## src/rtl/display_content_arbiter.sv

```systemverilog
// Fixed-priority display source arbiter: converts the winning numeric value to packed BCD
// with a sequential double-dabble engine and holds committed content (with blink) for the 7-seg driver.
module display_content_arbiter #(
    parameter int unsigned NUM_SRC    = 4,
    parameter int unsigned DATA_W     = 32,
    parameter int unsigned DIGITS     = 8,
    parameter int unsigned BLINK_HALF = 25_000_000,
    parameter int unsigned SRC_W      = (NUM_SRC > 1) ? $clog2(NUM_SRC) : 1
) (
    input  logic                      clk,
    input  logic                      rst,
    input  logic [NUM_SRC-1:0]        src_valid,
    input  logic [NUM_SRC*DATA_W-1:0] src_data,
    input  logic [NUM_SRC*2-1:0]      src_mode,
    input  logic [NUM_SRC-1:0]        src_blink,
    output logic [DIGITS*4-1:0]       disp_bcd,
    output logic [1:0]                disp_mode,
    output logic                      disp_blank,
    output logic [SRC_W-1:0]          disp_src,
    output logic                      disp_valid,
    output logic                      overflow,
    output logic                      busy
);

    function automatic logic [63:0] pow10(input int unsigned n);
        logic [63:0] p;
        p = 64'd1;
        for (int unsigned k = 0; k < n; k++) p = p * 64'd10;
        return p;
    endfunction

    localparam int unsigned BCD_W   = DIGITS * 4;
    localparam int unsigned CNT_W   = (BLINK_HALF > 1) ? $clog2(BLINK_HALF) : 1;
    localparam int unsigned IT_W    = (DATA_W > 1) ? $clog2(DATA_W) : 1;
    localparam logic [63:0] MAX_DEC = pow10(DIGITS) - 64'd1;

    typedef enum logic [1:0] {S_IDLE, S_CONV, S_COMMIT} state_t;

    state_t                    state;
    logic                      tup_none;
    logic [SRC_W-1:0]          tup_idx;
    logic [DATA_W-1:0]         tup_data;
    logic                      tup_mode;
    logic                      tup_blink;
    logic [BCD_W-1:0]          acc;
    logic [DATA_W-1:0]         bin;
    logic [IT_W-1:0]           it;
    logic                      ovf_pend;
    logic                      blink_q;
    logic                      phase;
    logic [CNT_W-1:0]          blink_cnt;

    logic                      win_none;
    logic [SRC_W-1:0]          win_idx;
    logic [DATA_W-1:0]         win_data;
    logic                      win_mode;
    logic                      win_blink;
    logic                      win_big;
    logic                      change;
    logic                      blink_wrap;
    logic [BCD_W-1:0]          acc_adj;
    logic [BCD_W+DATA_W-1:0]   dd_next;

    // Lowest valid index wins; modes 2/3 collapse to character mode.
    always_comb begin
        win_none  = 1'b1;
        win_idx   = '0;
        win_data  = '0;
        win_mode  = 1'b0;
        win_blink = 1'b0;
        for (int i = NUM_SRC - 1; i >= 0; i--) begin
            if (src_valid[i]) begin
                win_none  = 1'b0;
                win_idx   = SRC_W'(i);
                win_data  = src_data[i*DATA_W +: DATA_W];
                win_mode  = |src_mode[i*2 +: 2];
                win_blink = src_blink[i];
            end
        end
    end

    assign win_big = 64'(win_data) > MAX_DEC;

    // The latched tuple is also the last-committed reference, since detection only runs in S_IDLE.
    assign change = (win_none != tup_none) ||
                    (!win_none && ({win_idx, win_data, win_mode, win_blink} !=
                                   {tup_idx, tup_data, tup_mode, tup_blink}));

    assign blink_wrap = (blink_cnt == CNT_W'(BLINK_HALF - 1));

    // Double-dabble add-3 correction ahead of the shift.
    always_comb begin
        acc_adj = acc;
        for (int d = 0; d < DIGITS; d++) begin
            if (acc[d*4 +: 4] >= 4'd5) acc_adj[d*4 +: 4] = acc[d*4 +: 4] + 4'd3;
        end
    end

    assign dd_next = {acc_adj, bin} << 1;

    always_ff @(posedge clk) begin
        if (rst) begin
            state      <= S_IDLE;
            tup_none   <= 1'b1;
            tup_idx    <= '0;
            tup_data   <= '0;
            tup_mode   <= 1'b0;
            tup_blink  <= 1'b0;
            acc        <= '0;
            bin        <= '0;
            it         <= '0;
            ovf_pend   <= 1'b0;
            blink_q    <= 1'b0;
            phase      <= 1'b0;
            blink_cnt  <= '0;
            disp_bcd   <= '0;
            disp_mode  <= 2'd0;
            disp_blank <= 1'b1;
            disp_src   <= '0;
            disp_valid <= 1'b0;
            overflow   <= 1'b0;
            busy       <= 1'b0;
        end else begin
            if (blink_wrap) begin
                blink_cnt <= '0;
                phase     <= ~phase;
            end else begin
                blink_cnt <= blink_cnt + CNT_W'(1);
            end
            disp_blank <= ~disp_valid | (blink_q & (blink_wrap ? ~phase : phase));
            busy       <= (state == S_CONV);

            case (state)
                S_IDLE: begin
                    if (change) begin
                        tup_none  <= win_none;
                        tup_idx   <= win_idx;
                        tup_data  <= win_data;
                        tup_mode  <= win_mode;
                        tup_blink <= win_blink;
                        bin       <= win_data;
                        it        <= '0;
                        ovf_pend  <= 1'b0;
                        if (win_none) begin
                            acc   <= '0;
                            state <= S_COMMIT;
                        end else if (win_mode) begin
                            acc   <= BCD_W'(win_data);
                            state <= S_COMMIT;
                        end else if (win_big) begin
                            acc      <= {DIGITS{4'h9}};
                            ovf_pend <= 1'b1;
                            state    <= S_COMMIT;
                        end else begin
                            acc   <= '0;
                            state <= S_CONV;
                        end
                    end
                end
                S_CONV: begin
                    acc <= dd_next[BCD_W+DATA_W-1:DATA_W];
                    bin <= dd_next[DATA_W-1:0];
                    it  <= it + IT_W'(1);
                    if (it == IT_W'(DATA_W - 1)) state <= S_COMMIT;
                end
                S_COMMIT: begin
                    disp_bcd   <= acc;
                    disp_valid <= ~tup_none;
                    overflow   <= ovf_pend;
                    blink_q    <= tup_blink & ~tup_none;
                    disp_blank <= tup_none;
                    blink_cnt  <= '0;
                    phase      <= 1'b0;
                    if (!tup_none) begin
                        disp_src  <= tup_idx;
                        disp_mode <= {1'b0, tup_mode};
                    end
                    state <= S_IDLE;
                end
                default: state <= S_IDLE;
            endcase
        end
    end

endmodule

```

## config.mk

```make
export PLATFORM = sky130hd
export DESIGN_NAME = display_content_arbiter
export DESIGN_NICKNAME = d
export VERILOG_FILES = /design/src/rtl/display_content_arbiter.sv
export SDC_FILE = /design/constraint.sdc
export NUM_CORES = 1
export LEC_CHECK = 0
export CAP_MARGIN = 20
export CORE_MARGIN = 2
export CORE_UTILIZATION = 40
export CTS_CLUSTER_DIAMETER = 30
export CTS_CLUSTER_SIZE = 28
export DETAILED_ROUTE_END_ITERATION = 6
export HOLD_SLACK_MARGIN = 0.03
export PLACE_DENSITY = 0.62
export SYNTH_ARGS = -nofsm -noshare
export SYNTH_HDL_FRONTEND = slang
export SYNTH_SLANG_ARGS = --single-unit
```

## constraint.sdc

```tcl
create_clock -name clk -period 3.7 [get_ports clk]
set_input_delay 0.74 -clock clk [delete_from_list [all_inputs] [get_ports clk]]
set_output_delay 0.74 -clock clk [all_outputs]
set_load 0.005 [all_outputs]
```

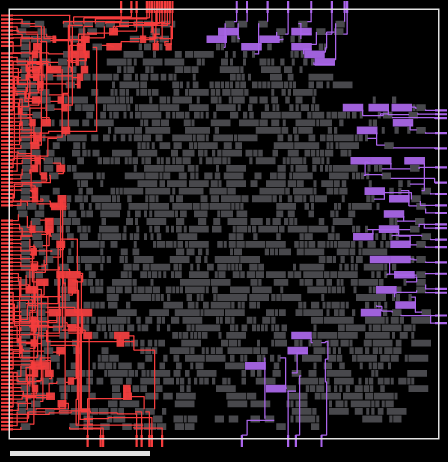
*I/O nets highlighted, run 1*
The bar under the picture is 50 µm long.
[src_data] red | bits: 128 | direction: input | end cells: 69 | buffers: 128 | wire: 3270 µm
[disp_bcd] purple | bits: 32 | direction: output | end cells: 32 | buffers: 32 | wire: 643 µm
Boundary Pins: 186
PortBufs: 184

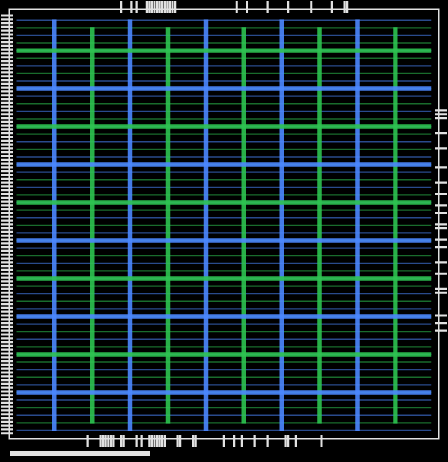
*Floorplan with the power grid, run 1*
The bar under the picture is 50 µm long. Pins as bars on the die edge.
[VSS] blue
[VDD] green
signal pins: 186
rows: 54
met1 rails: 55

==> impl_metrics.ini, run 1 <==
; implementation run metrics
[sta]
finalSetupViolations = 0
fin_tns_setup_ns = 0

[drt]
dr.first_iter.drc_count = 656
avgViaCountPerCell = 5.341
drt_pass1_iterations = 5

[cells_and_area]
fillers = 2067
nNetsFinal = 1559
area_growth_pct = 40.36
lay_top_count = nand2_1

[floorplanning]
fp-utilization_pct = 40.84
die_x_um = 153.3

[setup_path]
crit_slowest_cell = or4b_1
critical-path-top-delay-family = simple AND/OR/NAND/NOR gates
cp.arrival_ns = 3.90

[grt]
grt_pass1_wl_um = 44970

[synthesis]
yosys_warnings = 0
synth-area-yosys_um2 = 8912

[power_and_ir_drop]
power_frac_seq_pct = 40.8

[run_status]
outcome = completed

[place]
place_area_um2 = 11760
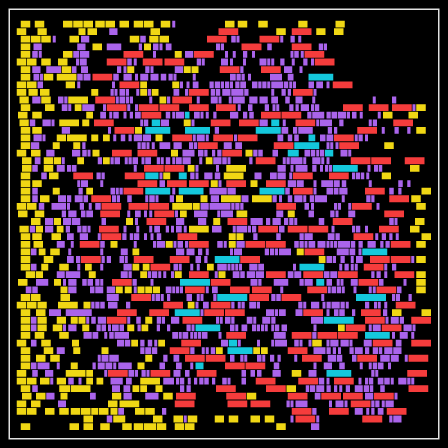
*Cell classes on the final placement, run 1*
[other buffers and delay cells] yellow | cells: 300 | share of their area: 24%
[all other logic] purple | cells: 900 | share of their area: 42%
[flip-flops] red | cells: 175 | share of their area: 29%
[clock drivers and dummy loads] cyan | cells: 32 | share of their area: 5.3%

## run 1: Yosys cell counts, types with 21 or more instances
library cell	instances	area share [%]
nand2_1	236	9.9
dfxtp_1	175	39
nor2_1	126	5.3
a21oi_1	114	6.4
clkbuf_1	47	2.0
a31oi_1	45	3.2
a221oi_1	38	3.7
xor2_1	37	3.6
o21ai_0	31	1.7
o22ai_1	31	2.2
nor3_1	28	1.6
a211oi_1	27	2.3
inv_1	22	0.93
nand3_1	22	1.2
xnor2_1	21	2.1
## run 1: state kept, by name (all words and copies together) (netlist names), 2 cells and up
| name | count |
|---|---|
| disp_src | 2 |
| disp_bcd | 32 |
| acc | 32 |
| it | 5 |
| tup_idx | 2 |
| state | 2 |
| blink_cnt | 25 |
| tup_data | 32 |
| bin | 32 |
## run 1: power groups by stage
stage / clock [W] / sequential (W) / combinational, W
detailed placement: 0 / 0.00218 / 0.00112
CTS: 0.00199 / 0.00214 / 0.00113
global route: 0.00207 / 0.00216 / 0.00126
floorplan: 0 / 0.00215 / 0.000608
global placement: 0 / 0.00218 / 0.00111
finish: 0.00197 / 0.00214 / 0.00114
## run 1: routing by layer
metal / track usage (%) / part of all wire (%) / routed length, µm / vias to the layer above
li1: - / - / - / 4563
met1: 33.10 / 48 / 13440 / 4126
met2: 37.14 / 44 / 12500 / 287
met3: 4.820 / 5.6 / 1572 / 34
met4: 7.275 / 2.1 / 600 / 0
met5: 0 / 0 / 0 / -
## run 1: worst min-delay path: stages, from the launching register on
cell	delay, ns
dfxtp_1	0.31
nand2_1	0.05
a21oi_1	0.05
## run 1: layout make-up
type                       instances  area (µm²)  area share (%)
multi-input combinational        878        5019           40.12
sequential                       175        3503           28.01
timing repair buffer             300        2910           23.26
clock buffer                      18       439.2           3.511
tap                              280       350.3           2.801
clock inverter                    14       205.2           1.640
inverter                          22       82.58          0.6601
## run 1: per-stage QoR
stage | hold WS (ns) | cells
6_report | 0.4536 | 1687
2_1_floorplan | 0.4260 | 1156
5_1_grt | 0.4728 | 1687
3_3_place_gp | 0.4394 | 1653
3_5_place_dp | 0.4479 | 1653
4_1_cts | 0.4544 | 1685
## run 1: worst max path at each step
stage	endpoint	depth (start not counted)
detailed placement	acc[13]	13
CTS	acc[13]	13
floorplan	acc[20]	12
global placement	acc[28]	13
global route	acc[8]	14
finish	acc[13]	14
## run 1: cell families after synthesis
| logic type | count (synthesis) | share of synthesized area [%] |
|---|---|---|
| XOR/XNOR | 58 | 5.700 |
| AND/OR/NAND/NOR | 479 | 23.42 |
| flip-flops | 175 | 39.31 |
| buffers and inverters | 103 | 5.419 |
| multiplexers | 1 | 0.1263 |
| adder cells (fa/ha/maj) | 19 | 2.667 |
| other | 1 | 0.04208 |
| AND-OR/OR-AND | 320 | 23.32 |
## run 1: timing repair
item,4_1_cts,5_1_grt
resized,0,17
setup buffers,0,1
endpoints found under the hold margin,0,0
endpoints found under the setup margin,0,42
### Track usage over the die, run 1

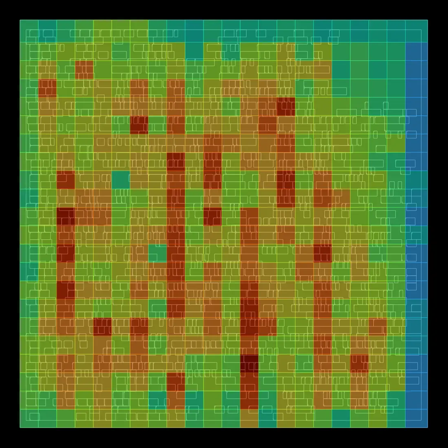

## Run 2: what changed since run 1
--- a/config.mk
+++ b/config.mk
@@ -12,7 +12,7 @@
 export CTS_CLUSTER_SIZE = 28
 export DETAILED_ROUTE_END_ITERATION = 6
 export HOLD_SLACK_MARGIN = 0.03
-export PLACE_DENSITY = 0.62
+export PLACE_DENSITY = 0.65
 export SYNTH_ARGS = -nofsm -noshare
 export SYNTH_HDL_FRONTEND = slang
 export SYNTH_SLANG_ARGS = --single-unit
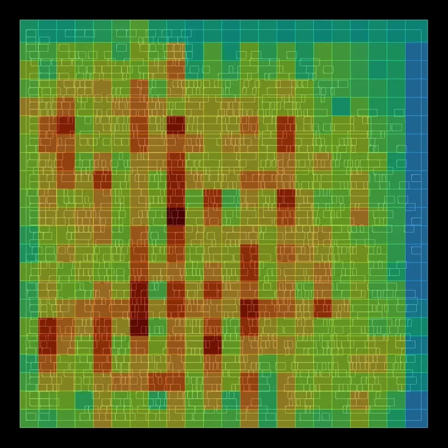
*Track usage over the die, run 2*
met3 Use GR: 3.884%
GRT Total Usage: 23.01%

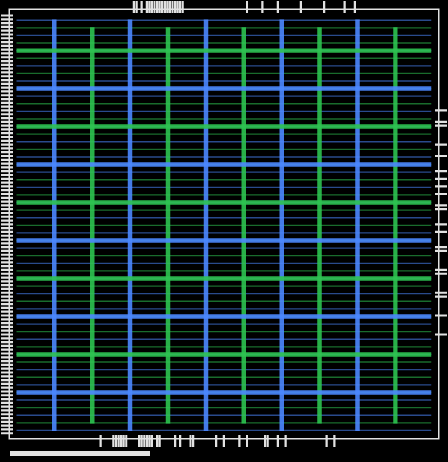
*Floorplan with the power grid, run 2*
The bar under the picture is 50 µm long. Pins as bars on the die edge.
[VDD] green
[VSS] blue
met5 straps: 10
met1 rails: 55
met4 straps: 10

==> run 2 against run 1 <==
Maximum frequency up 1.5%. Final cell count down 0.24%. Via count up 1.1%. Register-to-register slack worse by 0.08 ns. Synthesized cell count unchanged. Clock-buffer cell count down 1. Highest routed layer unchanged. Critical endpoint is now acc[25]. Sequential cell count unchanged. Clock skew up 0.0077 ns. Critical path depth down 2. Clock power down 4%. Area after synthesis unchanged.
==> impl_metrics.ini, run 2 <==
; implementation run metrics
[grt]
grt.busiest_layer = met2
grt_use_met1_pct = 30.84
grt_pass1_wl_um = 43930
use_met2_pct = 37.63

[place]
place_area_um2 = 11700
portBuffers = 184
place_inst = 1652

[drt]
drt_pass1_iterations = 6
avgViaCountPerCell = 5.413
dr.first_iter.drc_count = 714

[synthesis]
most_common_cell = nand2_1
synth-area-yosys_um2 = 8912
synth_top_cell_by_area = dfxtp_1
yosys_warnings = 0
top_cell_area_share_pct = 39.31

[cells_and_area]
lay_top_count = nand2_1
area_growth_pct = 38.56
stdcell_count = 1683

[power_and_ir_drop]
power_frac_seq_pct = 41.5

[clock_network]
post_cts_buffers = 0

[sta]
fin_tns_setup_ns = 0
finalSetupViolations = 0
fin_crit_ns = 3.509

[floorplanning]
die_x_um = 153.3
fp-utilization_pct = 40.84
ios = 186

[run_status]
outcome = completed

[setup_path]
crit_slowest_cell = or4b_4
cp.arrival_ns = 3.84
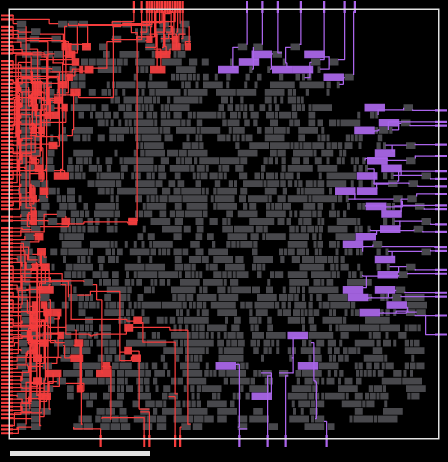
*I/O nets highlighted, run 2*
The bar under the picture is 50 µm long.
[disp_bcd] purple | bits: 32 | direction: output | end cells: 32 | buffers: 32 | wire: 772 µm
[src_data] red | bits: 128 | direction: input | end cells: 69 | buffers: 128 | wire: 3540 µm

run 2: cell counts after synthesis:
Identical to the previous run, type by type.
run 2: tightest hold or removal path: cells and delay by family (launching register included):
kind	cells	cell delay (ns)
flip-flops	1	0.31
AND/OR/NAND/NOR	1	0.05
AND-OR/OR-AND	1	0.05
run 2: routing by layer:
| metal | vias up | wire [µm] | share of wire (%) |
|---|---|---|---|
| met5 | - | 0 | 0 |
| met4 | 0 | 537 | 1.9 |
| met3 | 31 | 1609 | 5.8 |
| met2 | 335 | 12870 | 46 |
| met1 | 4189 | 12830 | 46 |
| li1 | 4555 | - | - |
run 2: worst paths after layout:
kind / startpoint / to / slack [ns] / depth (start not counted)
max reg2reg: tup_none / acc[25] / 0.75 / 10
min: disp_bcd[15] / disp_bcd[15] / 0.45 / 2
min reg2reg: disp_bcd[15] / disp_bcd[15] / 0.45 / 2
max: src_valid[1] / acc[25] / 0.19 / 12
run 2: final cells by class:
| type | instances | area (µm²) |
|---|---|---|
| Clock buffer | 17 | 425.4 |
| Clock inverter | 14 | 190.2 |
| Tap cell | 280 | 350.3 |
| Fill cell | 2068 | 9474 |
| Inverter | 22 | 82.58 |
| Timing Repair Buffer | 297 | 2828 |
| Multi-Input combinational cell | 878 | 4970 |
| Sequential cell | 175 | 3503 |
run 2: power by group through the flow:
stage / registers [W] / clock network, W / logic (W)
2_1_floorplan: 0.00215 / 0 / 0.000608
3_3_place_gp: 0.00218 / 0 / 0.00110
3_5_place_dp: 0.00218 / 0 / 0.00112
4_1_cts: 0.00214 / 0.00192 / 0.00112
5_1_grt: 0.00216 / 0.00200 / 0.00123
6_report: 0.00214 / 0.00190 / 0.00113
run 2: metrics by stage:
stage                     util [%]  hold slack, ns
after floorplan                  -          0.4260
after global placement       53.62          0.4395
after detailed placement     53.62          0.4461
after CTS                    56.44          0.4556
after global routing         56.59          0.4749
final                        56.59          0.4523
run 2: what timing repair did:
| item | 4_1_cts | 5_1_grt |
|---|---|---|
| hold buffers | 0 | 0 |
| setup endpoints to repair | 0 | 78 |
| gates resized | 0 | 7 |
run 2: kinds of logic after synthesis:
group | synth area share (%)
and+or+nand+nor | 23.42
AOI/OAI and AO/OA | 23.32
DFF | 39.31
buffers and inverters | 5.419
xor gates and xnor gates | 5.700
adders and majority gates | 2.667
other | 0.04208
muxes | 0.1263
## Run 3: what changed since run 2
--- a/config.mk
+++ b/config.mk
@@ -8,7 +8,6 @@
 export CAP_MARGIN = 20
 export CORE_MARGIN = 2
 export CORE_UTILIZATION = 40
-export CTS_CLUSTER_DIAMETER = 30
 export CTS_CLUSTER_SIZE = 28
 export DETAILED_ROUTE_END_ITERATION = 6
 export HOLD_SLACK_MARGIN = 0.03
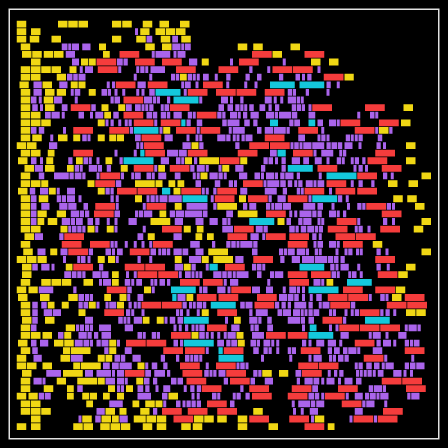
*Cell classes on the final placement, run 3*
[other buffers and delay cells] yellow | cells: 297 | share of their area: 24%
[flip-flops] red | cells: 175 | share of their area: 29%
[all other logic] purple | cells: 900 | share of their area: 42%
[clock drivers and dummy loads] cyan | cells: 31 | share of their area: 5.1%
Core Region: 21820 µm²
Core Util, Final: 56.59%

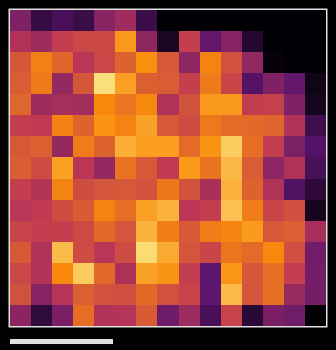
*Local utilization, run 3*
The bar under the picture is 50 µm long. 15 x 15 tiles, from black (low) to pale yellow (high), 0 to 100% covered.
tiles over 75% full: 13%
fullest tile: 93%
mean over tiles: 51%
emptiest ninth of the die: upper right
densest ninth of the die: center
nearly empty tiles: 6.7%
initial core utilization: 40.84%

==> run 3 against run 2 <==
Combinational power about the same. Clock-buffer cell count unchanged. Maximum frequency unchanged. Worst setup slack unchanged. Critical endpoint unchanged. Highest routed layer unchanged.
==> impl_metrics.ini, run 3 <==
; implementation run metrics
[run_status]
outcome = completed

[drt]
avgViaCountPerCell = 5.413
dr.first_iter.drc_count = 714

[setup_path]
startpoint = src_valid[1]
r2r_slack_ns = 0.75
cp.arrival_ns = 3.84
r2r-end = acc[25]
crit_end = acc[25]

[hold_path]
min-delay-start = disp_bcd[15]
worstHoldPathType = reg -> reg

[synthesis]
yosys-top-cells-count = nand2_1 (236), dfxtp_1 (175), nor2_1 (126)
synth-area-yosys_um2 = 8912
most_common_cell = nand2_1
yosys_warnings = 0
top_cell_area_share_pct = 39.31
synth_top_cell_by_area = dfxtp_1
synthTopCellsByArea = dfxtp_1 (39%), nand2_1 (9.9%), a21oi_1 (6.4%)

[sta]
finalSetupViolations = 0
fin_crit_ns = 3.509
finalHoldViolations = 0
fin_tns_setup_ns = 0
fin_hold_ws_ns = 0.4523

[clock_network]
cts_buffers = 17

[place]
portBuffers = 184
place_area_um2 = 11700
place_inst = 1652

[cells_and_area]
fillers = 2068
nNetsFinal = 1556
combGateArea_um2 = 4970
area_growth_pct = 38.56
regArea_um2 = 3503

[floorplanning]
die_x_um = 153.3
ios = 186

[grt]
use_met3_pct = 3.884
grt_usage_pct = 23.01
grt_pass1_wl_um = 43930
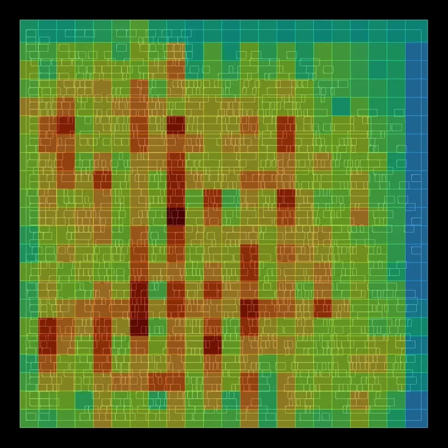
*Track usage over the die, run 3*
GR Util met1: 30.84%
wire length per cell: 16.55 µm
met2 Track Usage GR: 37.63%
busiest layer in global routing: met2

run 3: cell counts after synthesis:
No cell type changed its count.
run 3: critical path, delay by kind of cell:
family,cells,cell delay [ns]
and+or+nand+nor,6,1.65
AOI/OAI and AO/OA,3,0.69
buffers and inverters,3,0.73
run 3: kinds of logic after synthesis:
kind of cell	after synthesis	synth area share, %
AOI/OAI and AO/OA	320	23.32
adders and majority gates	19	2.667
and+or+nand+nor	479	23.42
xor gates and xnor gates	58	5.700
DFF	175	39.31
buffers and inverters	103	5.419
other	1	0.04208
muxes	1	0.1263
run 3: how the worst min path moves through the flow:
stage	to	slack, ns
2_1_floorplan	blink_cnt[0]	0.43
3_3_place_gp	blink_q	0.44
3_5_place_dp	disp_bcd[30]	0.45
4_1_cts	disp_bcd[30]	0.46
5_1_grt	disp_bcd[26]	0.47
6_report	disp_bcd[15]	0.45
run 3: metrics by stage:
step / worst slack [ns] / utilization [%]
final: 0.1907 / 56.59
after global routing: 0.004052 / 56.59
after CTS: 0.1220 / 56.44
after detailed placement: -0.3145 / 53.62
after global placement: -0.2652 / 53.62
after floorplan: 0.5515 / -
run 3: layer usage:
metal,part of all wire (%),vias up
met5,0,-
met4,1.9,0
met3,5.8,31
met2,46,335
met1,46,4189
li1,-,4555
run 3: where the power goes:
part / total, W / internal, W / switching [W]
registers: 0.00214 / 0.00202 / 0.000119
clock network: 0.00190 / 0.00113 / 0.000771
logic: 0.00113 / 0.000561 / 0.000569
run 3: final cells by class:
type,instances,share of cell area (%)
sequential,175,28.37
clock inverter,14,1.540
inverter,22,0.6687
clock buffer,17,3.445
timing repair buffer,297,22.90
multi-input combinational,878,40.24
tap,280,2.837
run 3: repair_timing:
| action | in CTS | in global routing |
|---|---|---|
| hold buffers | 0 | 0 |
| setup endpoints to repair | 0 | 78 |
| buffers inserted | 0 | 0 |
| resized | 0 | 7 |
Power and IR drop assume default switching activity.
